**src/rtl/rf_write_scheduler.sv**
```systemverilog
// Write-back scheduler: round-robin merge of ALU/load results
// onto the single RF write port, plus pending-write scoreboard.
module rf_write_scheduler #(
  parameter int ADDR_W = 5,
  parameter int DATA_W = 32
) (
  input  logic              clk,
  input  logic              rst,
  input  logic              a_valid,
  output logic              a_ready,
  input  logic [ADDR_W-1:0] a_reg,
  input  logic [DATA_W-1:0] a_data,
  input  logic              b_valid,
  output logic              b_ready,
  input  logic [ADDR_W-1:0] b_reg,
  input  logic [DATA_W-1:0] b_data,
  input  logic              issue_valid,
  input  logic [ADDR_W-1:0] issue_reg,
  input  logic [ADDR_W-1:0] rd1_reg,
  input  logic [ADDR_W-1:0] rd2_reg,
  output logic              stall,
  output logic              rf_we,
  output logic [ADDR_W-1:0] rf_waddr,
  output logic [DATA_W-1:0] rf_wdata
);

  localparam int NREG = 1 << ADDR_W;

  logic              gnt_a;
  logic              gnt_b;
  logic              hs;
  logic [ADDR_W-1:0] sel_reg;
  logic [DATA_W-1:0] sel_data;

  logic              last_b_q;
  logic              last_b_d;
  logic              rf_we_q;
  logic              rf_we_d;
  logic [ADDR_W-1:0] rf_waddr_q;
  logic [ADDR_W-1:0] rf_waddr_d;
  logic [DATA_W-1:0] rf_wdata_q;
  logic [DATA_W-1:0] rf_wdata_d;
  logic [NREG-1:0]   busy_q;
  logic [NREG-1:0]   busy_d;

  // Round-robin grant; a tie goes to the source not granted last
  always_comb begin
    gnt_a = 1'b0;
    gnt_b = 1'b0;
    if (!rst) begin
      if (a_valid && b_valid) begin
        gnt_a = last_b_q;
        gnt_b = !last_b_q;
      end else begin
        gnt_a = a_valid;
        gnt_b = b_valid;
      end
    end
  end

  assign hs       = gnt_a | gnt_b;
  assign sel_reg  = gnt_a ? a_reg  : b_reg;
  assign sel_data = gnt_a ? a_data : b_data;

  // Commit register, round-robin pointer and scoreboard update
  always_comb begin
    last_b_d   = last_b_q;
    rf_we_d    = 1'b0;
    rf_waddr_d = rf_waddr_q;
    rf_wdata_d = rf_wdata_q;
    busy_d     = busy_q;
    if (hs) begin
      last_b_d   = gnt_b;
      rf_we_d    = (sel_reg != '0);
      rf_waddr_d = sel_reg;
      rf_wdata_d = sel_data;
    end
    if (rf_we_q) begin
      busy_d[rf_waddr_q] = 1'b0;
    end
    if (issue_valid && (issue_reg != '0)) begin
      busy_d[issue_reg] = 1'b1;
    end
    busy_d[0] = 1'b0;
  end

  // State registers; last resets to B so A wins the first tie
  always_ff @(posedge clk or posedge rst) begin
    if (rst) begin
      last_b_q   <= 1'b1;
      rf_we_q    <= 1'b0;
      rf_waddr_q <= '0;
      rf_wdata_q <= '0;
      busy_q     <= '0;
    end else begin
      last_b_q   <= last_b_d;
      rf_we_q    <= rf_we_d;
      rf_waddr_q <= rf_waddr_d;
      rf_wdata_q <= rf_wdata_d;
      busy_q     <= busy_d;
    end
  end

  assign a_ready  = gnt_a;
  assign b_ready  = gnt_b;
  assign stall    = busy_q[rd1_reg] | busy_q[rd2_reg];
  assign rf_we    = rf_we_q;
  assign rf_waddr = rf_waddr_q;
  assign rf_wdata = rf_wdata_q;

endmodule
```
**config.mk**
```make
export PLATFORM = sky130hd
export DESIGN_NAME = rf_write_scheduler
export DESIGN_NICKNAME = d
export VERILOG_FILES = /design/src/rtl/rf_write_scheduler.sv
export SDC_FILE = /design/constraint.sdc
export NUM_CORES = 1
export LEC_CHECK = 0
export ABC_AREA = 1
export CORE_AREA = 2 2 92 94
export CTS_BUF_LIST = sky130_fd_sc_hd__clkbuf_16
export DETAILED_ROUTE_END_ITERATION = 8
export DIE_AREA = 0 0 94 96
export PLACE_DENSITY = 0.84
export RECOVER_POWER = 100
export REMOVE_ABC_BUFFERS = 1
export SLEW_MARGIN = 20
export SYNTH_ARGS = -nofsm -noshare
export SYNTH_HDL_FRONTEND = slang
export SYNTH_SLANG_ARGS = --single-unit
```
**constraint.sdc**
```tcl
create_clock -name clk -period 3.73 [get_ports clk]
set_clock_uncertainty 0.15 [all_clocks]
set_input_delay 0.746 -clock clk [delete_from_list [all_inputs] [get_ports clk]]
set_output_delay 0.746 -clock clk [all_outputs]
set_load 0.02 [all_outputs]
```
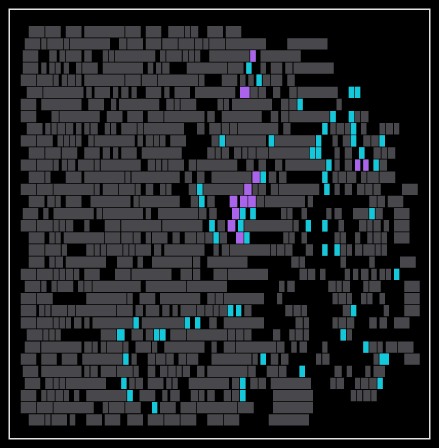
(images/gate_families.png)
color	family	cells	most used
purple	NOR gates	12	nor3_1
cyan	inverters	57	inv_1

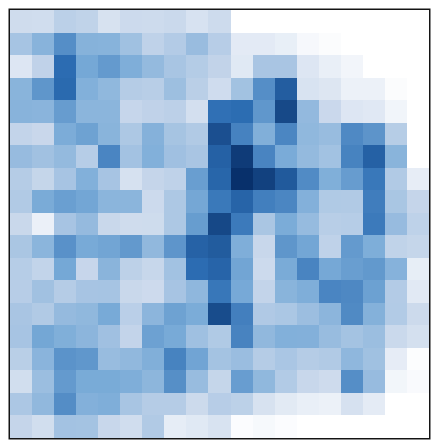
(images/wire_density.png)
The die is cut into 19 by 19 equal tiles; white is low, dark blue is high, scaled to the fullest tile. Values are wire area over tile area, all layers added.
emptiest ninth of the die	top right
tiles over half the peak	23%
nearly empty tiles	8.9%
Via Count: 4201
DRT Wirelength: 12.6 mm
Overall Global Routing Usage: 29.5%
DR WL/cell: 16.4 um

==> results.txt <==
yosys + openroad results -> Tap Cells 105, CP Depth 11, most numerous logic cell after layout nand2_1, Final Max Tran Viols 0, Mapped Area 3830 um2, hold slack 0.325 ns, Num CTS Buffers 9, part of the power in combinational logic 31.2%, Synth area leaders dfrtp_1 (45%), nand2_1 (19%), nand3_1 (13%), o21ai_0 (6.7%), inv_1 (4.8%), Reg power frac 38.9%, HP Class flop to flop, Critical Path AT 2.68 ns, met3 GRT Util 7.05%, flop share of the area 31.7%, clk sinks 70, Late-Pin Clk Latency 0.33 ns, final setup vio count 0, Pre-antenna DRT Iters 5, YS chip area 3830 um2, DRC 0, Crit-path slowest cell clkdlybuf4s50_1, clk tree area frac 6.13%, Max FO, Critical Path 13, PD cells 581 nW/um2, comb pwr 1.00 mW, post-route setup slack 0.159 ns, multi-input gates 381, remaining global-route overflow 0, Synth flops 70, hold_buf cts 0, seq_cells 70, nonclk buf count 143, Worst-path clk slew 0.06 ns, most frequent cells in the layout nand2_1 (191), nand3_1 (101), clkdlybuf4s50_1 (91), Sw Pwr 1.13 mW, met2 GRT Util 53.0%, achievable frequency 0.280 GHz, nets 756, vias in the first global route 4150, tool warnings 25, status finished clean, met3 routed WL 1.10 mm
synth_stat cells, drive strengths merged:
cell,number
nand2,192
nand3,101
dfrtp,69
o21ai,63
inv,57
buf,19
nor3,8
o31ai,8
nor2,4
o211ai,2
or2,2
a21oi,1
clkbuf,1
dfstp,1
stage by stage:
step / std cells / instance area (um2) / utilization, %
6_report: 772 / 5530 / 68.7
2_1_floorplan: 508 / 3670 / -
5_1_grt: 772 / 5530 / 68.7
3_3_place_gp: 756 / 5220 / 64.8
3_5_place_dp: 756 / 5220 / 64.8
4_1_cts: 772 / 5550 / 69.0
flip-flops by register name (all words and copies together), names as in the netlist:
register and flops:
busy_q 31, last_b_q 1, rf_wdata 32, rf_waddr 5
rf_we 1
cell families after synthesis:
logic type / share of synthesized area [%]
simple gates: 33.9
flops: 45.8
buf+inv: 9.74
compound gates: 10.6
Power figures rest on the tool's default switching activity, not on a simulated workload.
